$ cat src/rtl/regfile_wb_arbiter.sv
// Write-port arbiter for the 32x32 register file (ALU vs. load writeback) plus a
// pending-write scoreboard that the issue stage queries for RAW hazards.
module regfile_wb_arbiter #(
  parameter int unsigned MAX_WAIT = 4
) (
  input  logic        clk,
  input  logic        reset,
  input  logic        req0_valid,
  input  logic [4:0]  req0_rw,
  input  logic [31:0] req0_data,
  output logic        req0_ready,
  input  logic        req1_valid,
  input  logic [4:0]  req1_rw,
  input  logic [31:0] req1_data,
  output logic        req1_ready,
  input  logic        rsv_valid,
  input  logic [4:0]  rsv_rw,
  input  logic [4:0]  qa,
  input  logic [4:0]  qb,
  output logic        qa_busy,
  output logic        qb_busy,
  output logic [31:0] busy,
  output logic        rf_we,
  output logic [4:0]  rf_rw,
  output logic [31:0] rf_busw
);

  localparam logic [3:0] MaxWaitC = 4'(MAX_WAIT);

  logic [3:0]  wait_cnt_q, wait_cnt_d;
  logic        rf_we_q, rf_we_d;
  logic [4:0]  rf_rw_q, rf_rw_d;
  logic [31:0] rf_busw_q, rf_busw_d;
  logic [31:0] busy_q, busy_d;

  logic        starved;
  logic        gnt0, gnt1, any_gnt;
  logic [4:0]  sel_rw;
  logic [31:0] sel_data;

  // Load data cannot be replayed, so port 1 wins unless port 0 has starved.
  always_comb begin
    starved = req0_valid && req1_valid && (wait_cnt_q == MaxWaitC);
    gnt1    = req1_valid && !starved;
    gnt0    = req0_valid && !gnt1;
    any_gnt = gnt0 || gnt1;
  end

  assign req0_ready = gnt0 && reset;
  assign req1_ready = gnt1 && reset;

  always_comb begin
    wait_cnt_d = wait_cnt_q;
    if (!req0_valid || gnt0) begin
      wait_cnt_d = 4'd0;
    end else if (wait_cnt_q < MaxWaitC) begin
      wait_cnt_d = wait_cnt_q + 4'd1;
    end
  end

  always_comb begin
    sel_rw    = gnt1 ? req1_rw   : req0_rw;
    sel_data  = gnt1 ? req1_data : req0_data;
    rf_we_d   = any_gnt && (sel_rw != 5'd0);
    rf_rw_d   = any_gnt ? sel_rw   : rf_rw_q;
    rf_busw_d = any_gnt ? sel_data : rf_busw_q;
  end

  // Set is applied after clear so a fresh reservation survives a same-edge commit.
  always_comb begin
    busy_d = busy_q;
    if (rf_we_q) begin
      busy_d[rf_rw_q] = 1'b0;
    end
    if (rsv_valid && (rsv_rw != 5'd0)) begin
      busy_d[rsv_rw] = 1'b1;
    end
    busy_d[0] = 1'b0;
  end

  always_ff @(posedge clk or negedge reset) begin
    if (!reset) begin
      wait_cnt_q <= 4'd0;
      rf_we_q    <= 1'b0;
      rf_rw_q    <= 5'd0;
      rf_busw_q  <= 32'd0;
      busy_q     <= 32'd0;
    end else begin
      wait_cnt_q <= wait_cnt_d;
      rf_we_q    <= rf_we_d;
      rf_rw_q    <= rf_rw_d;
      rf_busw_q  <= rf_busw_d;
      busy_q     <= busy_d;
    end
  end

  assign rf_we   = rf_we_q;
  assign rf_rw   = rf_rw_q;
  assign rf_busw = rf_busw_q;
  assign busy    = busy_q;
  assign qa_busy = busy_q[qa];
  assign qb_busy = busy_q[qb];

endmodule

$ cat config.mk
export PLATFORM = sky130hd
export DESIGN_NAME = regfile_wb_arbiter
export DESIGN_NICKNAME = d
export VERILOG_FILES = /design/src/rtl/regfile_wb_arbiter.sv
export SDC_FILE = /design/constraint.sdc
export NUM_CORES = 1
export LEC_CHECK = 0
export ABC_AREA = 1
export CAP_MARGIN = 25
export CORE_ASPECT_RATIO = 0.9
export CORE_MARGIN = 3
export CORE_UTILIZATION = 40
export DETAILED_ROUTE_END_ITERATION = 7
export GPL_TIMING_DRIVEN = 0
export PLACE_DENSITY = 0.76
export SLEW_MARGIN = 20
export SYNTH_ARGS = -nofsm -noshare
export SYNTH_HDL_FRONTEND = slang
export SYNTH_SLANG_ARGS = --single-unit
export TNS_END_PERCENT = 30
$ cat constraint.sdc
create_clock -name clk -period 3.5 [get_ports clk]
set_input_delay 0.7 -clock clk [delete_from_list [all_inputs] [get_ports clk]]
set_output_delay 0.7 -clock clk [all_outputs]
set_load 0.05 [all_outputs]
Figure 1. Supply network (run 1).
Bar = 20 um. Pins as bars on the die edge.
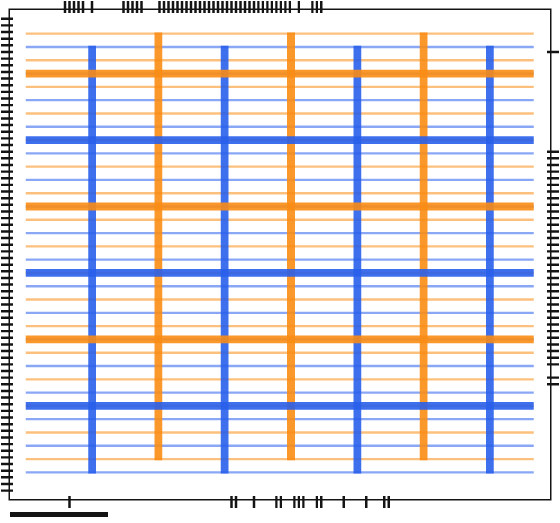
| colour | net |
|---|---|
| blue | VSS |
| orange | VDD |
rows: 33
met1 rails: 34
signal pins: 168
met5 straps: 6

Figure 2. Cells coloured by class (run 1).
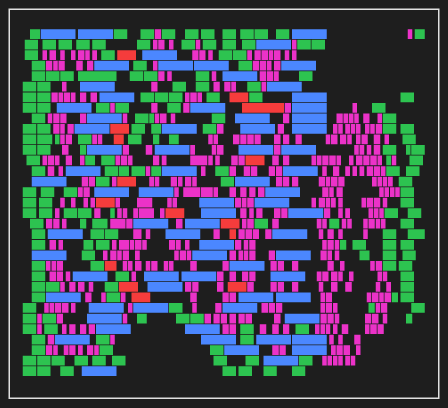
| colour | class | cells |
|---|---|---|
| red | clock drivers and dummy loads | 15 |
| magenta | combinational and other logic | 436 |
| green | remaining buffers and delay cells | 186 |
| blue | sequential cells | 73 |
core area: 0.00933 mm2
final core utilization: 63.5%
sequential cell area share: 30.8%
Final Instance Area: 0.00593 mm2
count of standard-cell rows: 33

==> results.json, run 1 <==
{
  "synth.yosys.seq_area_share_pct": 46.5,
  "initCoreUtil_pct": 42.1,
  "grt_setup_unrepaired": "no",
  "clock_latency_ns": 0.35,
  "num-nonclk-buffers": 186,
  "power_per_cell_area_mw_per_mm2": 618,
  "p_total_mw": 3.66,
  "mappedNetlistNets": 629,
  "clkSlewWorstSetupHoldPaths_ns": 0.08,
  "die_width_um": 111,
  "netlist_logic_family_top": "simple AND/OR/NAND/NOR gates",
  "critical-path-max-stage-delay_ns": 0.84,
  "layout_min_cycle_time_ns": 3.36,
  "leading_post_synthesis_cells_by_instance_count": "165 x sky130_fd_sc_hd__nand2_1, 140 x sky130_fd_sc_hd__nand3_1, 73 x sky130_fd_sc_hd__dfrtp_1",
  "top_area_cell": "sky130_fd_sc_hd__dfrtp_1",
  "final_wirelength_um": 13000,
  "crit_fanout": 10,
  "synth-compound-area-share_pct": 9.04,
  "numCtsBuffers": 9,
  "chip_area_mm2": 0.0111,
  "htreeDepth": 3,
  "cts-hold-fix-buffers": 0,
  "cts_sinks": 73,
  "hold-worst-slack_ns": 0.223,
  "gp_routability_congestion": 0.938,
  "chipHeight_um": 100,
  "placedInstanceArea_mm2": 0.00572,
  "worst-r2r-cell-count": 11,
  "mappedNetlistArea_mm2": 0.00393,
  "cp_num_buf_inv": 4,
  "post-synth-top-area-fraction_pct": 46.5,
  "number_of_vias_after_detailed_routing": 4333,
  "edf_count": 0,
  "status": "complete, no violations",
  "avgViaCountPerCell": 5.21,
  "top_area_cell_class": "registers",
  "post_cts_setup_buffers": 0,
  "final-comb-area_mm2": 0.00180,
  "regToRegEndpoint": "rf_we",
  "worst-endpoint-arrival_ns": 2.66,
  "placement.io_buffers": 161,
  "seqCellArea_mm2": 0.00183,
  "power.switching_fraction_pct": 45.6,
  "drive_gt1_share_pct": 5.92,
  "non_clock_buffer_area_share_pct": 30.2,
  "synth_flop_count": 73,
  "startpoint": "req1_valid",
  "cp.depth": 6,
  "number_of_logged_tool_warnings": 27,
  "synth-xor-area-share_pct": 0.223,
  "hold_class": "input port to async pin",
  "critPathSlowestCell": "sky130_fd_sc_hd__clkdlybuf4s50_1",
  "sequential_cell_total": 73,
  "layout_worst_path_cycle_share_pct": 96.1,
  "async_reset_ff_share_pct": 100,
  "grt_antenna_before_repair": 0,
  "crit_chain": "clkdlybuf4s50_1 -> nand2_4 -> inv_2 -> buf_2 -> nor3_1 -> clkdlybuf4s50_1",
  "yosysWarningCount": 0,
  "path_class": "input port to primary output",
  "areaGrowthSynthToFinish_pct": 50.7,
  "final_net_count": 802,
  "cts_tree": "done",
  "critical_path.most_common_cell": "sky130_fd_sc_hd__clkdlybuf4s50_1",
  "maximum_resistive_drop_on_vdd_v": 0.000407,
  "power.combinational.fraction_pct": 46.9,
  "grt_first_pass_wirelength_um": 21000,
  "antenna-diode-count": 0,
  "ys.flop_type": "sky130_fd_sc_hd__dfrtp_1",
  "ctsRootBufferMaster": "sky130_fd_sc_hd__clkbuf_8",
  "power.static_leakage_nw": 2.71,
  "timing.max_cap.violations": 0,
  "io-pin-count": 168,
  "clkCellAreaFrac_pct": 3.42,
  "worst_slew_margin_rel_pct": 61.9,
  "largest_net_degree_at_the_start_of_global_routing": 56,
  "yosysCellCount": 533,
  "critPathCapture": "req0_ready",
  "non_clock_inverter_count": 41,
  "synthAdderAreaFrac_pct": 0.637,
  "post_synth_inst_count": 533,
  "fillerInstances": 852,
  "critPathRequiredTime_ns": 2.80,
  "skew_ns": 0.00547,
  "finalHoldViolations": 0,
  "maxClockFrequency_mhz": 297,
  "syn_avg_cell_area_um2": 7.38,
  "sh_comb_area_pct": 30.3,
  "post_drt_wl_per_cell_um": 15.6,
  "sequentialPowerShare_pct": 34.4,
  "cts.repair.resized": 0,
  "finalSetupViolCount": 0,
  "internal_power_mw": 1.99,
  "clkbuf_count": 11,
  "p_sw_mw": 1.67,
  "number_of_design_rule_violations_left_after_detail_routing": 0,
  "setup.reg_to_reg.worst_slack_ns": 1.90,
  "yosysMostFrequentCell": "sky130_fd_sc_hd__nand2_1",
  "first_iter_violations": 261,
  "yosysUniqueCellTypes": 21,
  "dominant_delay_contributor_by_cell_family_on_the_critical_path": "buffers and inverters"
}
Figure 3. Routed clock nets over the placement (run 1).
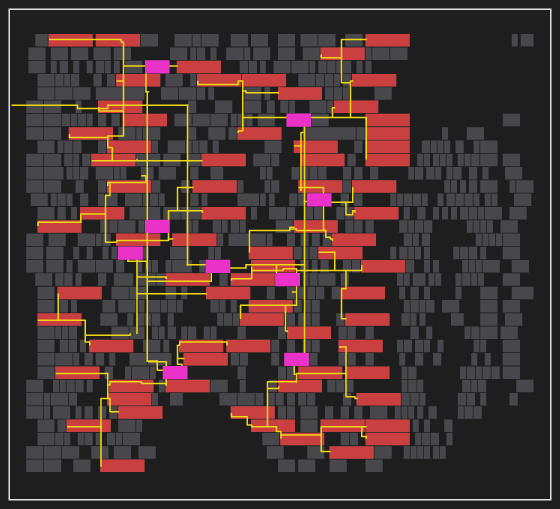
[magenta] clock drivers | count: 9
[yellow] clock wires | length: 906 um
[red] flip-flops | count: 73
routed clock nets: 10

## run 1: layer usage
layer / routed length [um] / up-vias / track usage, %
met5: 0 / - / 0
li1: - / 2105 / -
met1: 5430 / 1996 / 29.1
met4: 243 / 0 / 7.95
met3: 1220 / 27 / 6.57
met2: 6100 / 205 / 39.0
## run 1: power groups by stage
stage                     clock network, mW  logic (mW)  registers [mW]
final                                 0.685        1.72            1.26
after global routing                  0.724        1.82            1.29
after CTS                             0.693        1.72            1.25
after detailed placement                  0        1.72            1.27
after global placement                    0        1.69            1.26
after floorplan                           0       0.392            1.88
## run 1: through the flow
| stage | setup WS, ns | std cells |
|---|---|---|
| 2_1_floorplan | 0.457 | 533 |
| 3_3_place_gp | -2.13 | 816 |
| 3_5_place_dp | 0.144 | 817 |
| 4_1_cts | 0.125 | 832 |
| 5_1_grt | 0.0396 | 832 |
| 6_report | 0.135 | 832 |
## run 1: kinds of logic (layout without fill, tap and decap cells)
group / after synthesis / in the layout
AND-OR/OR-AND: 71 / 71
adder cells (fa/ha/maj): 2 / 2
XOR/XNOR: 1 / 1
buffers and inverters: 65 / 242
other: 1 / 1
flip-flops: 73 / 73
AND/OR/NAND/NOR: 320 / 320
## run 1: placed cells by master, fill, tap and decap left out
| cell type | Yosys | final |
|---|---|---|
| sky130_fd_sc_hd__a21oi_1 | 2 | 2 |
| sky130_fd_sc_hd__buf_16 | 0 | 1 |
| sky130_fd_sc_hd__buf_2 | 7 | 7 |
| sky130_fd_sc_hd__buf_4 | 10 | 11 |
| sky130_fd_sc_hd__buf_6 | 2 | 2 |
| sky130_fd_sc_hd__bufinv_16 | 0 | 1 |
| sky130_fd_sc_hd__clkbuf_1 | 5 | 5 |
| sky130_fd_sc_hd__clkbuf_8 | 0 | 11 |
| sky130_fd_sc_hd__clkdlybuf4s50_1 | 0 | 159 |
| sky130_fd_sc_hd__clkinv_2 | 0 | 1 |
| sky130_fd_sc_hd__clkinvlp_4 | 0 | 1 |
| sky130_fd_sc_hd__conb_1 | 1 | 1 |
| sky130_fd_sc_hd__dfrtp_1 | 73 | 73 |
| sky130_fd_sc_hd__dlymetal6s2s_1 | 0 | 1 |
| sky130_fd_sc_hd__ha_1 | 2 | 2 |
| sky130_fd_sc_hd__inv_1 | 38 | 38 |
| sky130_fd_sc_hd__inv_2 | 2 | 2 |
| sky130_fd_sc_hd__inv_4 | 1 | 1 |
| sky130_fd_sc_hd__inv_6 | 0 | 1 |
| sky130_fd_sc_hd__nand2_1 | 165 | 165 |
| sky130_fd_sc_hd__nand2_4 | 2 | 2 |
| sky130_fd_sc_hd__nand3_1 | 140 | 140 |
| sky130_fd_sc_hd__nand3b_1 | 1 | 1 |
| sky130_fd_sc_hd__nor2_1 | 10 | 10 |
| sky130_fd_sc_hd__nor2_4 | 1 | 1 |
| sky130_fd_sc_hd__nor3_1 | 1 | 1 |
| sky130_fd_sc_hd__o21ai_0 | 63 | 63 |
| sky130_fd_sc_hd__o21ai_1 | 6 | 6 |
| sky130_fd_sc_hd__xor2_1 | 1 | 1 |
## run 1: registers in the layout, indices dropped and copies added, names as in the netlist
signal and count:
busy 31, rf_busw 32, rf_rw 5, rf_we 1, wait_cnt_q 4
Figure 4. Routing congestion map (run 1).
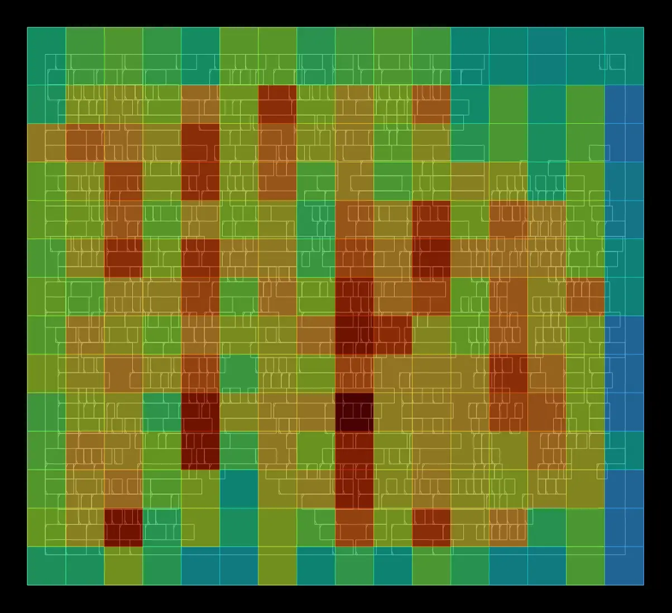

==> run 2, diff against run 1 <==
- CAP_MARGIN: 25 -> 10
- CORE_UTILIZATION: 40 -> 35
- PLACE_DENSITY: 0.76 -> unset
- PLACE_DENSITY_LB_ADDON: unset -> 0.15
Figure 5. Routing congestion map (run 2).
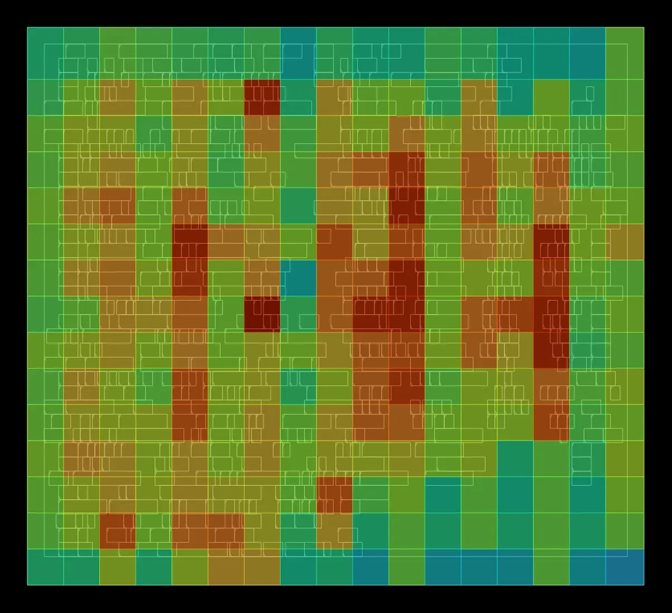
most congested layer reported by global routing: met2
final core utilization: 55.5%
GRT Total Usage: 21.5%
met3 demand-to-capacity share in global routing: 7.98%
met1 demand-to-capacity share in global routing: 25.7%

Figure 6. Supply network (run 2).
Bar = 20 um. Pins as bars on the die edge.
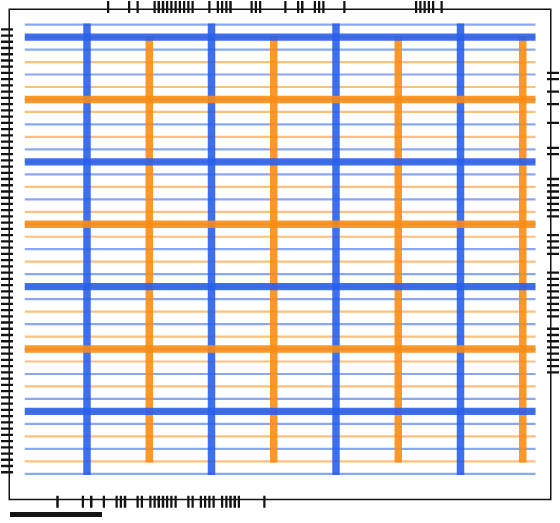
maximum resistive drop on vdd: 0.000312 V
core area: 0.0109 mm2

==> run 2 against run 1 <==
  * Sequential power about the same
  * Via count grew 0.85%
  * Sequential share of layout area down 0.63 points
  * First-iteration DRC count grew 1.5%
  * Setup slack lost 0.016 ns
  * Register-to-register slack gained 0.04 ns
  * Critical endpoint unchanged
  * Final cell count up 3.6%
  * Die area grew 13%
  * Synthesized cell count unchanged
  * Non-clock buffer count stayed put
  * Clock power up 33%
==> results.json, run 2 <==
{
  "number_of_global_route_vias_before_repair": 4403,
  "finalSetupViolCount": 0,
  "initCoreUtil_pct": 36.1,
  "leading_post_synthesis_cells_by_instance_count": "165 x sky130_fd_sc_hd__nand2_1, 140 x sky130_fd_sc_hd__nand3_1, 73 x sky130_fd_sc_hd__dfrtp_1",
  "power.static_leakage_nw": 2.76,
  "finalHoldViolations": 0,
  "detailed_place_hpwl_um": 10200,
  "power_per_cell_area_mw_per_mm2": 642,
  "first_pass_iters": 5,
  "areaGrowthSynthToFinish_pct": 53.9,
  "setup.reg_to_reg.worst_slack_ns": 1.94,
  "mappedNetlistNets": 629,
  "final_net_count": 802,
  "clockBufferDepth": 2,
  "gp_routability_congestion": 0.876,
  "fin_setup_tns_ns": 0,
  "number_of_logged_tool_warnings": 27,
  "ys_chip_area_mm2": 0.00393,
  "crit_fanout": 10,
  "worst-r2r-cell-count": 11,
  "drive_gt1_share_pct": 5.77,
  "number_of_vias_after_detailed_routing": 4370,
  "timing.max_cap.violations": 0,
  "yosysUniqueCellTypes": 21,
  "number_of_design_rule_violations_left_after_detail_routing": 0,
  "post_synth_inst_count": 533,
  "worst_slack_ns": 0.120,
  "first_iter_violations": 265,
  "worst_slew_margin_rel_pct": 62.6,
  "numCtsBuffers": 9,
  "maxClockFrequency_mhz": 296,
  "worst_setup_path_end_kind": "primary output",
  "synth.yosys.seq_area_share_pct": 46.5,
  "antenna-diode-count": 0,
  "hold_class": "input port to async pin",
  "synth-compound-area-share_pct": 9.04,
  "post_drt_wl_per_cell_um": 15.2,
  "ys.flop_type": "sky130_fd_sc_hd__dfrtp_1",
  "status": "complete, no violations",
  "worstMarginPinSlew_ns": 0.560,
  "final_wirelength_um": 13100,
  "hold-worst-slack_ns": 0.321,
  "post_cts_setup_buffers": 0,
  "edf_count": 0,
  "ctsRootBufferMaster": "sky130_fd_sc_hd__clkbuf_16",
  "path_class": "input port to primary output",
  "clock_latency_ns": 0.33,
  "synth_flop_count": 73,
  "post-synth-top-area-fraction_pct": 46.5,
  "worst-endpoint-arrival_ns": 2.68,
  "top_area_cell": "sky130_fd_sc_hd__dfrtp_1",
  "avgViaCountPerCell": 5.07,
  "netlist_logic_family_top": "simple AND/OR/NAND/NOR gates",
  "layout_min_cycle_time_ns": 3.38,
  "largest_net_degree_at_the_start_of_global_routing": 41,
  "row_count": 36,
  "yosysMostFrequentCell": "sky130_fd_sc_hd__nand2_1",
  "synthAdderAreaFrac_pct": 0.637,
  "placement.io_buffers": 161,
  "htreeDepth": 3,
  "lay_top_count": "sky130_fd_sc_hd__nand2_1",
  "yosysCellCount": 533,
  "mappedNetlistArea_mm2": 0.00393,
  "die_width_um": 118,
  "detailedPlace.worstSlack_ns": 0.0893,
  "ant_nets": 0,
  "clkSlewWorstSetupHoldPaths_ns": 0.06,
  "layout.cells.most_common_list": "165 x sky130_fd_sc_hd__nand2_1, 159 x sky130_fd_sc_hd__clkdlybuf4s50_1, 140 x sky130_fd_sc_hd__nand3_1, 73 x sky130_fd_sc_hd__dfrtp_1, 63 x sky130_fd_sc_hd__o21ai_0",
  "layout_worst_path_cycle_share_pct": 96.6,
  "post_synth_and_or_nand_nor_area_fraction_pct": 35.7,
  "skew_ns": 0.00799,
  "grt.overflow.total": 0,
  "grt_first_pass_wirelength_um": 21900,
  "wl_met2_um": 6160,
  "yosysWarningCount": 0,
  "io-pin-count": 168,
  "top_signal_layer_used": "met4",
  "cts_tree": "done",
  "critical_path_source_type": "input port",
  "chip_area_mm2": 0.0125,
  "cts_sinks": 73,
  "detail_route.wirelength.met1_um": 5210,
  "fillerInstances": 1079,
  "yosys-top-cells-area": "sky130_fd_sc_hd__dfrtp_1 46%, sky130_fd_sc_hd__nand3_1 18%, sky130_fd_sc_hd__nand2_1 16%, sky130_fd_sc_hd__o21ai_0 8.0%, sky130_fd_sc_hd__inv_1 3.6%",
  "syn_avg_cell_area_um2": 7.38,
  "largest_register_ffs": 32,
  "timing.final.max_slew_violations": 0,
  "chipHeight_um": 107,
  "async_reset_ff_share_pct": 100,
  "critPathRequiredTime_ns": 2.80,
  "muxShareOfSynthArea_pct": 0,
  "grt_setup_unrepaired": "no",
  "synth-xor-area-share_pct": 0.223,
  "met3RoutedLength_um": 1480,
  "grt_antenna_before_repair": 0
}
Figure 7. Routed metal, one colour a layer (run 2).
Bar = 20 um.
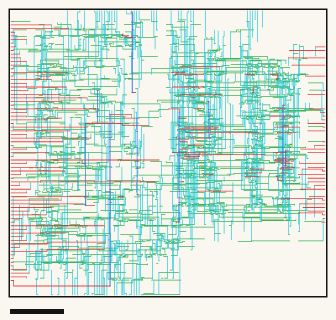
| colour | layer | wire length |
|---|---|---|
| blue | metal 4 | 253 um |
| red | metal 3 | 1480 um |
| cyan | metal 2 | 6160 um |
| green | metal 1 | 5210 um |

run 2: cell count changes in the layout (fill, tap and decap cells not counted):
cell	before	now
sky130_fd_sc_hd__clkbuf_16	0	9
sky130_fd_sc_hd__buf_12	0	1
sky130_fd_sc_hd__clkinv_2	1	2
sky130_fd_sc_hd__buf_16	1	0
sky130_fd_sc_hd__clkbuf_8	11	2
sky130_fd_sc_hd__clkinvlp_4	1	0
sky130_fd_sc_hd__inv_6	1	0
sky130_fd_sc_hd__clkbuf_1	5	6
run 2: power by group:
group          total, mW  switching [mW]  leakage [nW]  internal [mW]
Combinational       1.71            1.12          1.75          0.589
Sequential          1.26           0.222         0.864           1.04
Clock              0.911           0.327         0.148          0.584
Total               3.88            1.67          2.76           2.21
run 2: worst paths after layout:
| kind | startpoint | endpoint |
|---|---|---|
| worst max-delay path | req1_valid | req0_ready |
| worst min-delay path | reset | rf_busw[18] |
| worst max register to register | wait_cnt_q[0] | rf_we |
| worst min register to register | rf_busw[6] | rf_busw[6] |
| max in group asynchronous | reset | busy[26] |
| min in group clk | rf_busw[6] | rf_busw[6] |
run 2: final cells by class:
class	count	area, um2	area share (%)
sequential	73	1830	30.2
multi-input combinational	395	1800	29.7
timing repair buffer	162	1630	27.0
clock buffer	12	256	4.24
tap	152	190	3.14
inverter	41	156	2.59
buffer	24	151	2.50
clock inverter	3	40.0	0.662
run 2: stage by stage:
| stage | cell area, um2 | power (mW) | std cells |
|---|---|---|---|
| finish | 6050 | 3.88 | 862 |
| global route | 6050 | 4.09 | 862 |
| CTS | 6050 | 3.89 | 862 |
| detailed placement | 5750 | 2.99 | 847 |
| global placement | 5730 | 2.95 | 846 |
| floorplan | 3930 | 2.28 | 533 |
run 2: critical path: stages:
cell and delay (ns):
sky130_fd_sc_hd__clkdlybuf4s50_1 0.53, sky130_fd_sc_hd__nand2_4 0.16, sky130_fd_sc_hd__inv_2 0.08, sky130_fd_sc_hd__buf_2 0.20, sky130_fd_sc_hd__nor3_1 0.16, sky130_fd_sc_hd__clkdlybuf4s50_1 0.84
run 2: kinds of logic (layout without fill, tap and decap cells):
group | after synthesis | count (layout)
compound gates | 71 | 71
flops | 73 | 73
fa+ha+maj | 2 | 2
simple gates | 320 | 320
xor+xnor | 1 | 1
other cells | 1 | 1
buf+inv | 65 | 242
run 2: routing by layer:
| metal | up-vias | global-route usage [%] |
|---|---|---|
| li1 | 2102 | - |
| met3 | 21 | 7.98 |
| met2 | 222 | 35.9 |
| met1 | 2025 | 25.7 |
| met5 | - | 0 |
| met4 | 0 | 7.70 |
run 2: repair_timing:
action                                  CTS  global route
resized                                   0             1
hold buffers                              0             0
endpoints found under the setup margin    0             1
==> run 3, diff against run 2 <==
- HOLD_SLACK_MARGIN: unset -> 0.03
Figure 8. Routed metal, one colour a layer (run 3).
Bar = 20 um.
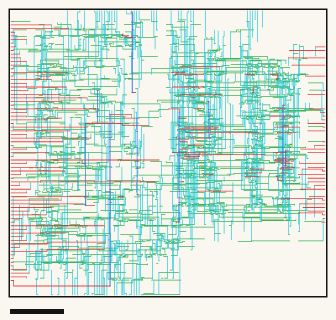
mean routed wirelength per cell: 15.2 um
final wirelength: 13100 um
number of vias after detailed routing: 4370

Figure 9. Supply network (run 3).
Bar = 20 um. Pins as bars on the die edge.
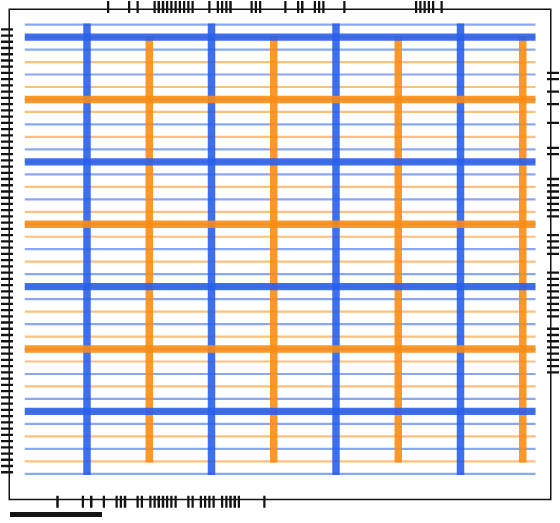
| colour | net |
|---|---|
| blue | VSS |
| orange | VDD |
rows: 36
met4 straps: 8
met1 rails: 37
signal pins: 168

==> run 3 against run 2 <==
  * Core utilization unchanged
  * Sequential share of layout area stayed put
  * Clock skew unchanged
  * Non-clock buffer count unchanged
  * Combinational power about the same
  * Area after synthesis is the same
  * Synthesized cell count did not move
  * Setup slack stayed put
  * First-iteration DRC count is the same
  * Global-route usage stayed put
  * Routed wire length unchanged
  * Critical path type unchanged
  * Highest routed layer unchanged
==> results.json, run 3 <==
{
  "status": "complete, no violations",
  "final-comb-area_mm2": 0.00180,
  "placement.io_buffers": 161,
  "layout_worst_path_cycle_share_pct": 96.6,
  "worst-endpoint-arrival_ns": 2.68,
  "detailedPlace.worstSlack_ns": 0.0893,
  "die_width_um": 118,
  "layout_min_cycle_time_ns": 3.38,
  "ys_chip_area_mm2": 0.00393,
  "yosysWarningCount": 0,
  "gp_routability_congestion": 0.876,
  "synthAdderAreaFrac_pct": 0.637,
  "antenna-diode-count": 0,
  "post_cts_setup_buffers": 0,
  "drive_gt1_share_pct": 5.77,
  "io-pin-count": 168,
  "yosysCellCount": 533,
  "ys.flop_type": "sky130_fd_sc_hd__dfrtp_1",
  "worstMarginPinSlew_ns": 0.560,
  "lay_top_count": "sky130_fd_sc_hd__nand2_1",
  "final_net_count": 802,
  "top_area_cell": "sky130_fd_sc_hd__dfrtp_1",
  "hold_class": "input port to async pin",
  "finalHoldViolations": 0,
  "critical-path-max-stage-delay_ns": 0.84,
  "detailed_place_hpwl_um": 10200,
  "worst_slack_ns": 0.120,
  "grt_setup_unrepaired": "no",
  "seqCellArea_mm2": 0.00183,
  "crit_chain": "clkdlybuf4s50_1 -> nand2_4 -> inv_2 -> buf_2 -> nor3_1 -> clkdlybuf4s50_1",
  "dominant_delay_contributor_by_cell_family_on_the_critical_path": "buffers and inverters",
  "fillerInstances": 1079,
  "synth_flop_count": 73,
  "yosys-top-cells-area": "sky130_fd_sc_hd__dfrtp_1 46%, sky130_fd_sc_hd__nand3_1 18%, sky130_fd_sc_hd__nand2_1 16%, sky130_fd_sc_hd__o21ai_0 8.0%, sky130_fd_sc_hd__inv_1 3.6%",
  "row_count": 36,
  "floorplan.core_area_mm2": 0.0109,
  "clockBufferDepth": 2,
  "crit_fanout": 10,
  "grt_use_total_pct": 21.5,
  "muxShareOfSynthArea_pct": 0,
  "cts_sinks": 73,
  "htreeDepth": 3,
  "critical_path_source_type": "input port",
  "number_of_design_rule_violations_left_after_detail_routing": 0,
  "avgViaCountPerCell": 5.07,
  "first_pass_iters": 5,
  "chip_area_mm2": 0.0125,
  "mappedNetlistNets": 629,
  "finalSetupViolCount": 0,
  "numCtsBuffers": 9,
  "timing.max_cap.violations": 0,
  "cts-hold-fix-buffers": 0,
  "power_per_cell_area_mw_per_mm2": 642,
  "post_synth_and_or_nand_nor_area_fraction_pct": 35.7,
  "initCoreUtil_pct": 36.1,
  "edf_count": 0,
  "grt.overflow.total": 0,
  "cp_num_buf_inv": 4,
  "netlist_logic_family_top": "simple AND/OR/NAND/NOR gates",
  "grt_first_pass_wirelength_um": 21900,
  "critical_path.most_common_cell": "sky130_fd_sc_hd__clkdlybuf4s50_1",
  "areaGrowthSynthToFinish_pct": 53.9,
  "post_synth_inst_count": 533,
  "syn_avg_cell_area_um2": 7.38,
  "ant_nets": 0,
  "largest_net_degree_at_the_start_of_global_routing": 41,
  "skew_ns": 0.00799,
  "critPathRequiredTime_ns": 2.80,
  "cts.repair.resized": 0,
  "critPathSlowestCell": "sky130_fd_sc_hd__clkdlybuf4s50_1",
  "synth-xor-area-share_pct": 0.223,
  "clkSlewWorstSetupHoldPaths_ns": 0.06,
  "ctsRootBufferMaster": "sky130_fd_sc_hd__clkbuf_16",
  "worst_slew_margin_rel_pct": 62.6,
  "synth-compound-area-share_pct": 9.04,
  "largest_register_ffs": 32,
  "clock_latency_ns": 0.33,
  "chipHeight_um": 107,
  "cts_tree": "done",
  "post-synth-top-area-fraction_pct": 46.5,
  "dp_cells": 847,
  "timing.final.max_slew_violations": 0,
  "mappedNetlistArea_mm2": 0.00393,
  "path_class": "input port to primary output",
  "p_total_mw": 3.88,
  "yosysMostFrequentCell": "sky130_fd_sc_hd__nand2_1",
  "number_of_global_route_vias_before_repair": 4403,
  "maxClockFrequency_mhz": 296,
  "number_of_logged_tool_warnings": 27,
  "worst_setup_path_end_kind": "primary output",
  "leading_post_synthesis_cells_by_instance_count": "165 x sky130_fd_sc_hd__nand2_1, 140 x sky130_fd_sc_hd__nand3_1, 73 x sky130_fd_sc_hd__dfrtp_1"
}
Figure 10. Routing congestion map (run 3).
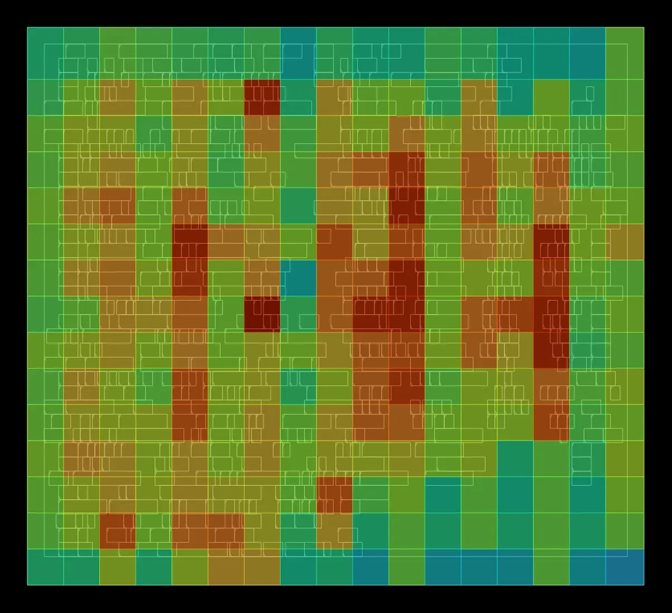
met2 Track Usage GR: 35.9%

## run 3: cell counts after synthesis
Identical to the previous run, type by type.
## run 3: cells by family (layout without fill, tap and decap cells)
logic type,Yosys count,after routing
other cells,1,1
xor+xnor,1,1
compound gates,71,71
buf+inv,65,242
flops,73,73
fa+ha+maj,2,2
simple gates,320,320
## run 3: final timing paths
check / start / endpoint / slack [ns] / cells past startpoint
worst min register to register: rf_busw[6] / rf_busw[6] / 0.48 / 2
worst max register to register: wait_cnt_q[0] / rf_we / 1.94 / 11
max in group asynchronous: reset / busy[26] / 2.61 / 2
worst max-delay path: req1_valid / req0_ready / 0.12 / 6
worst min-delay path: reset / rf_busw[18] / 0.32 / 1
min in group clk: rf_busw[6] / rf_busw[6] / 0.48 / 2
## run 3: per-layer routing
metal / share of wire [%] / track usage, %
met5: 0 / 0
met4: 1.9 / 7.70
met3: 11 / 7.98
met2: 47 / 35.9
met1: 40 / 25.7
## run 3: cell type report
class	instances	area share, %
Buffer	24	2.50
Sequential cell	73	30.2
Clock buffer	12	4.24
Clock inverter	3	0.662
Inverter	41	2.59
Timing Repair Buffer	162	27.0
Tap cell	152	3.14
Multi-Input combinational cell	395	29.7
## run 3: where the power goes
part | internal (mW) | switching, mW | leakage [nW] | total (mW)
registers | 1.04 | 0.222 | 0.864 | 1.26
logic | 0.589 | 1.12 | 1.75 | 1.71
clock network | 0.584 | 0.327 | 0.148 | 0.911
## run 3: per-stage QoR
stage,setup TNS (ns),instance area [um2],hold slack [ns],utilization (%)
2_1_floorplan,0,3930,0.404,-
3_3_place_gp,-63.92,5730,0.463,52.6
3_5_place_dp,0,5750,0.471,52.8
4_1_cts,0,6050,0.342,55.5
5_1_grt,0,6050,0.358,55.5
6_report,0,6050,0.321,55.5
Power is estimated from default activity; no workload was simulated.
